[src/rtl/mips_cpu_pkg.sv]
// Shared CPU types: register names, data word, and the writeback arbiter state.
package mips_cpu_pkg;

  typedef logic [31:0] word_t;

  localparam word_t ZERO = 32'h0000_0000;

  typedef enum logic [4:0] {
    REG_ZERO, REG_AT, REG_V0, REG_V1,
    REG_A0,   REG_A1, REG_A2, REG_A3,
    REG_T0,   REG_T1, REG_T2, REG_T3, REG_T4, REG_T5, REG_T6, REG_T7,
    REG_S0,   REG_S1, REG_S2, REG_S3, REG_S4, REG_S5, REG_S6, REG_S7,
    REG_T8,   REG_T9, REG_K0, REG_K1,
    REG_GP,   REG_SP, REG_FP, REG_RA
  } reg_enum;

  typedef enum logic {
    PRI0 = 1'b0,
    PRI1 = 1'b1
  } wb_arb_state_e;

endpackage

[src/rtl/rf_wb_arbiter.sv]
// Two-requester regfile writeback arbiter with starvation guard for the slow unit.
// Optional build macro WB_BYPASS_EN adds two read-address bypass comparators.
module rf_wb_arbiter
  import mips_cpu_pkg::*;
#(
  parameter int unsigned MAX_WAIT = 4
) (
  input  logic          cpu_clk_50M,
  input  logic          cpu_rst,
  input  logic          wb0_valid,
  output logic          wb0_ready,
  input  reg_enum       wb0_addr,
  input  word_t         wb0_data,
  input  logic          wb1_valid,
  output logic          wb1_ready,
  input  reg_enum       wb1_addr,
  input  word_t         wb1_data,
  output logic          rfwe,
  output reg_enum       rfwa,
  output word_t         rfwd,
  output logic          starve,
  output wb_arb_state_e dbg_state
`ifdef WB_BYPASS_EN
  ,
  input  reg_enum       byp_ra1,
  input  reg_enum       byp_ra2,
  output logic          byp_hit1,
  output logic          byp_hit2,
  output word_t         byp_data1,
  output word_t         byp_data2
`endif
);

  localparam logic [3:0] MAX_WAIT_C = 4'(MAX_WAIT);

  wb_arb_state_e state_q, state_d;
  logic [3:0]    wait_cnt_q, wait_cnt_d;
  logic          rfwe_q, rfwe_d;
  reg_enum       rfwa_q, rfwa_d;
  word_t         rfwd_q, rfwd_d;
  logic          grant0, grant1;

  // Handshake: a write transfers on a rising edge where valid && ready; ready is a
  // function of the two valids, the state and reset only, and at most one is high.
  always_comb begin
    grant0 = 1'b0;
    grant1 = 1'b0;
    if (!cpu_rst) begin
      if (state_q == PRI0) begin
        grant0 = wb0_valid;
        grant1 = wb1_valid && !wb0_valid;
      end else begin
        grant1 = wb1_valid;
        grant0 = wb0_valid && !wb1_valid;
      end
    end
  end

  assign wb0_ready = grant0;
  assign wb1_ready = grant1;

  always_comb begin
    wait_cnt_d = 4'd0;
    if (wb1_valid && !grant1) begin
      wait_cnt_d = (wait_cnt_q == 4'hF) ? 4'hF : wait_cnt_q + 4'd1;
    end

    state_d = state_q;
    case (state_q)
      PRI0:    if (wait_cnt_d >= MAX_WAIT_C) state_d = PRI1;
      PRI1:    if (grant1 || !wb1_valid) state_d = PRI0;
      default: state_d = PRI0;
    endcase

    // Writes to the zero register are consumed but never reach the regfile.
    rfwe_d = (grant0 && (wb0_addr != REG_ZERO)) || (grant1 && (wb1_addr != REG_ZERO));
    rfwa_d = rfwa_q;
    rfwd_d = rfwd_q;
    if (grant0) begin
      rfwa_d = wb0_addr;
      rfwd_d = wb0_data;
    end else if (grant1) begin
      rfwa_d = wb1_addr;
      rfwd_d = wb1_data;
    end
  end

  always_ff @(posedge cpu_clk_50M) begin
    if (cpu_rst) begin
      state_q    <= PRI0;
      wait_cnt_q <= 4'd0;
      rfwe_q     <= 1'b0;
      rfwa_q     <= REG_ZERO;
      rfwd_q     <= ZERO;
    end else begin
      state_q    <= state_d;
      wait_cnt_q <= wait_cnt_d;
      rfwe_q     <= rfwe_d;
      rfwa_q     <= rfwa_d;
      rfwd_q     <= rfwd_d;
    end
  end

  // Outputs are forced idle while reset is held so a write accepted just before is dropped.
  assign rfwe      = rfwe_q && !cpu_rst;
  assign rfwa      = cpu_rst ? REG_ZERO : rfwa_q;
  assign rfwd      = cpu_rst ? ZERO : rfwd_q;
  assign starve    = (state_q == PRI1) && !cpu_rst;
  assign dbg_state = state_q;

`ifdef WB_BYPASS_EN
  assign byp_hit1  = rfwe && (rfwa == byp_ra1) && (byp_ra1 != REG_ZERO);
  assign byp_hit2  = rfwe && (rfwa == byp_ra2) && (byp_ra2 != REG_ZERO);
  assign byp_data1 = rfwd;
  assign byp_data2 = rfwd;
`endif

endmodule

[config.mk]
export PLATFORM = sky130hd
export DESIGN_NAME = rf_wb_arbiter
export DESIGN_NICKNAME = d
export VERILOG_FILES = /design/src/rtl/mips_cpu_pkg.sv /design/src/rtl/rf_wb_arbiter.sv
export SDC_FILE = /design/constraint.sdc
export NUM_CORES = 1
export LEC_CHECK = 0
export CAP_MARGIN = 40
export CELL_PAD_IN_SITES_DETAIL_PLACEMENT = 0
export CELL_PAD_IN_SITES_GLOBAL_PLACEMENT = 1
export CORE_ASPECT_RATIO = 2
export CORE_MARGIN = 2
export CORE_UTILIZATION = 29
export CTS_BUF_LIST = sky130_fd_sc_hd__clkbuf_8 sky130_fd_sc_hd__clkbuf_16
export DETAILED_ROUTE_END_ITERATION = 8
export PLACE_DENSITY_LB_ADDON = 0.25
export SLEW_MARGIN = 5
export SYNTH_ARGS = -nofsm -noshare
export SYNTH_HDL_FRONTEND = slang
export SYNTH_SLANG_ARGS = --single-unit
export TNS_END_PERCENT = 50
[constraint.sdc]
create_clock -name cpu_clk_50M -period 1.4 [get_ports cpu_clk_50M]
set_input_delay 0.28 -clock cpu_clk_50M [delete_from_list [all_inputs] [get_ports cpu_clk_50M]]
set_output_delay 0.28 -clock cpu_clk_50M [all_outputs]
set_load 0.01 [all_outputs]
### Track usage over the die

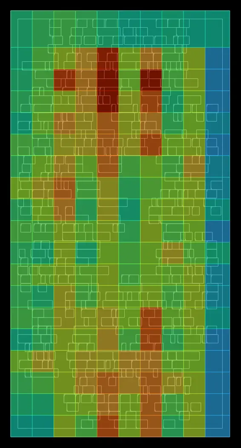
Routed WL per cell: 15.6 um
grt peak-use layer: met2
met2 usage: 0.320
All-Layer GR Usage: 0.168
post-layout util: 0.500

### PDN straps and rails

Bar = 20 um. Pins as bars on the die edge. Tap cells in grey.
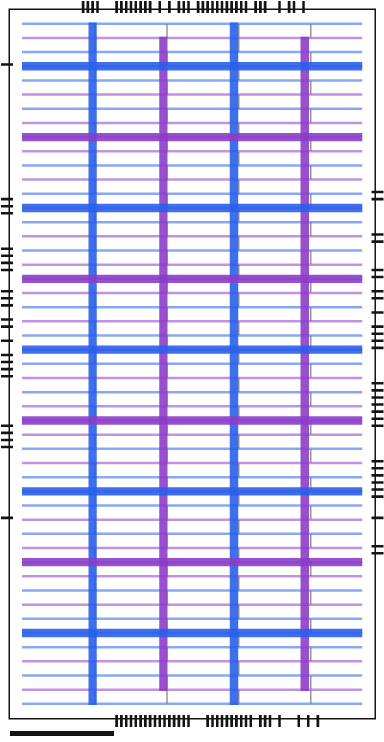
VDD: in purple. VSS: in blue.
4 straps on met4. 9 straps on met5. 100 tap cells.
DIE WIDTH: 70.0 um
Core ar.: 0.00853 sq mm
Max IR drop VDD: 0.588 mV
die y size: 136 um

### Routed metal, one colour a layer

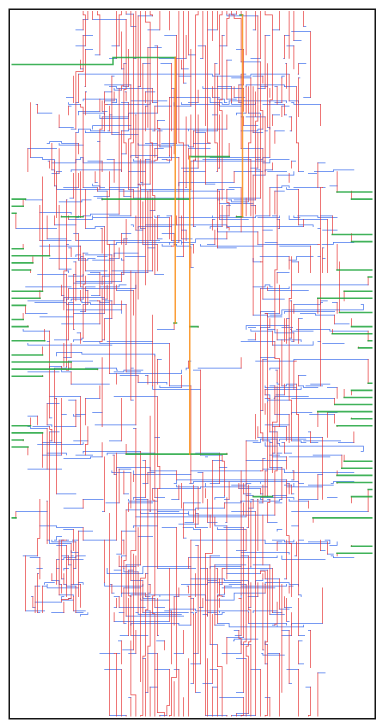
met1: in blue, wire length 2,980 um. met3: in green, wire length 343 um. met2: in red, wire length 4,530 um. met4: in orange, wire length 147 um.

### Clock wires, drivers and flops

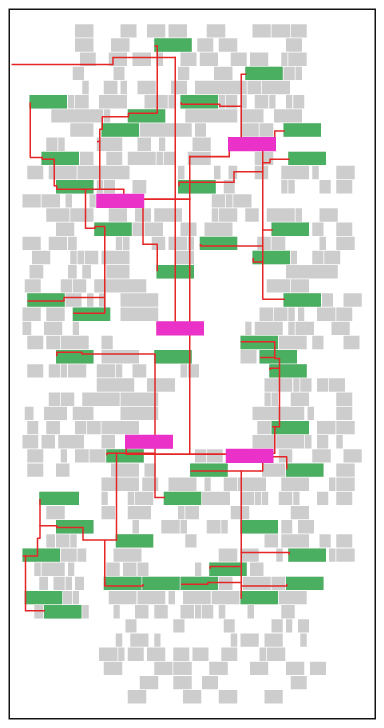
clock wires: in red, length 707 um. cells driving clock nets: in magenta, count 5. flip-flops: in green, count 43.
There are 6 routed clock nets.

==> ci_impl_report.md <==
## Implementation flow summary

| Metric | Value |
|---|---|
| Netlist cell types | 26 |
| Drt drc | 0 |
| Final setup vio count | 0 |
| WHS Path Cells | 2 |
| WP data arrival | between 1 and 1.5 ns |
| Status | finished, final reports clean |
| Fillers | between 800 and 900 |
| Antenna violations before repair | 0 |
| Vias in the first global route | 2,595 |
| Top cell area share | 0.341 |
| First-pass GRT wire length | 12,700 um |
| Most frequent cells after synthesis | 43 x dfxtp_1, 41 x nor2_1, 40 x nor2b_1 |
| Cells on worst reg2reg path | 5 |
| Worst path cell trace | dlygate4sd2_1 > nor2b_1 > nor3b_2 > buf_2 |
| Max_cap viols | 0 |
| Crit path depth | 4 |
| Buf/Inv on CP | 2 |
| Dpl ws | -0.706 ns |
| Port bufs | approximately 120 |
| Fin. max-slew vios | 0 |
| TritonCTS Sinks | 43 |
| Clk_skew | between 0.003 and 0.004 ns |
| CTS tree | yes |
| ANT cells | 0 |
| Yosys warning tally | 0 |
| Fp util | 0.296 |
| Initial DRC Count | between 90 and 100 |
| Relative max-transition margin | 0.790 |
| CTS root buffer | clkbuf_16 |
| Least-Margin Pin Slew | ~0.32 ns |
| Top fanout value on the critical path | 4 |
| Tally of OpenROAD warnings | 28 |
| Max stage delay on crit path | 0.29 ns |
| PD cells | 808 mW/mm^2 |
| P_leak | 1.79 nW |
| Logic cell area | 0.00155 sq mm |
| RSZ-0062 raised after global routing | true |
| Final WS setup | 0.00965 ns |
| Hold_ws | 0.275 ns |
| Largest net degree at the start of global routing | 39 |
| Delay-heaviest family, CP | buffers and inverters |
| Leading area contributor after synthesis | dfxtp_1 |
| Final ANT Viol Nets | 0 |
| Syn Nets | 366 |
| Post-synth ARST share | 0 |
| Die area | roughly 0.0095 sq mm |
| Clk_lat worst skew | ~0.28 ns |
| YS chip area | ~0.0025 sq mm |
| NumNets Final | 491 |
| Fmax | 719 MHz |
| Clk slew on worst S/H paths | 0.06 ns |
| P&R area growth vs syn | 69.0% |
| Seq. cell area | roughly 860 sq um |
| Period utilization | 0.993 |
| Via Count | 2,575 |
| Post-synthesis cell count | 287 |
| CP max-delay cell | dlygate4sd2_1 |
| Synth Seq Share | 0.341 |
| Final RePlAce weighted congestion | ~0.74 |
| GR Overflow Total | 0 |
| Min-Delay Path Class | in2reg |
| Crit Path Class | in2out |
| Number of I/O pins | 120 |
cell usage in the layout (no fill, tap or decap), drive strengths merged:
| cell | n |
|---|---|
| a22o | 1 |
| a311oi | 1 |
| and2 | 2 |
| nand2 | 3 |
| a211oi | 37 |
| dfxtp | 43 |
| clkbuf | 7 |
| clkinv | 1 |
| a2111oi | 37 |
| a21oi | 4 |
| clkdlybuf4s15 | 2 |
| nor2 | 42 |
| dlygate4sd2 | 39 |
| inv | 39 |
| nand3b | 1 |
| nor2b | 41 |
| nor3 | 3 |
| clkdlybuf4s50 | 74 |
| nor3b | 1 |
| ha | 1 |
| buf | 29 |
| o21bai | 1 |
| or2 | 1 |
| nand3 | 2 |
through the flow:
| step | cells | area (sq um) |
|---|---|---|
| floorplan | 287 | 2520 |
| global placement | 505 | 3970 |
| detailed placement | 505 | 3970 |
| CTS | 512 | 4080 |
| global route | 512 | 4270 |
| finish | 512 | 4270 |
logic make-up (layout without fill, tap and decap cells):
logic type	after synthesis	count (layout)	share of synthesized area
AND-OR/OR-AND	81	81	0.331
adder cells (fa/ha/maj)	1	1	0.00496
buffers and inverters	66	191	0.128
flip-flops	43	43	0.341
AND/OR/NAND/NOR	96	96	0.195
final timing paths:
path | start | to | slack (ns)
worst min-delay path | cpu_rst | rfwa_q[1]$_SDFFE_PP0P_ | 0.28
worst min register to register | wait_cnt_q[0]$_SDFF_PP0_ | wait_cnt_q[0]$_SDFF_PP0_ | 0.46
worst max-delay path | wb0_valid | wb1_ready | 0.01
worst max register to register | dbg_state$_SDFF_PP0_ | rfwd_q[3]$_SDFFE_PP0P_ | 0.03
layer usage:
layer | GRT usage | part of all wire | wire [um] | vias up
met5 | 0 | 0 | 0 | -
met2 | 0.320 | 0.57 | 4530 | 64
met4 | 0.0630 | 0.018 | 146 | 0
met3 | 0.0319 | 0.043 | 342 | 8
li1 | - | - | - | 1264
met1 | 0.178 | 0.37 | 2980 | 1239
area by class of cell:
class                           instances  area share
Multi-Input combinational cell        178       0.364
Inverter                               39      0.0343
Clock inverter                          1     0.00117
Sequential cell                        43       0.202
Clock buffer                            6      0.0326
Tap cell                              100      0.0293
Timing Repair Buffer                  145       0.336
where the power goes:
part           internal, mW  switching [mW]  total (mW)
registers              1.32          0.0394        1.36
logic                 0.507           0.397       0.903
clock network         0.697           0.489        1.19
state kept, by name (all words and copies together) (netlist names):
signal	flops
rfwa_q	5
rfwe_q	1
dbg_state	1
wait_cnt_q	4
rfwd_q	32
repair_timing:
action | CTS | global route
buffers inserted | 0 | 0
pin swaps | 1 | 32
setup endpoints to repair | 80 | 40
hold buffers | 0 | 0
cloned | 0 | 0
hold endpoints to repair | 0 | 0
resized | 57 | 36
Power figures rest on the tool's default switching activity, not on a simulated workload.
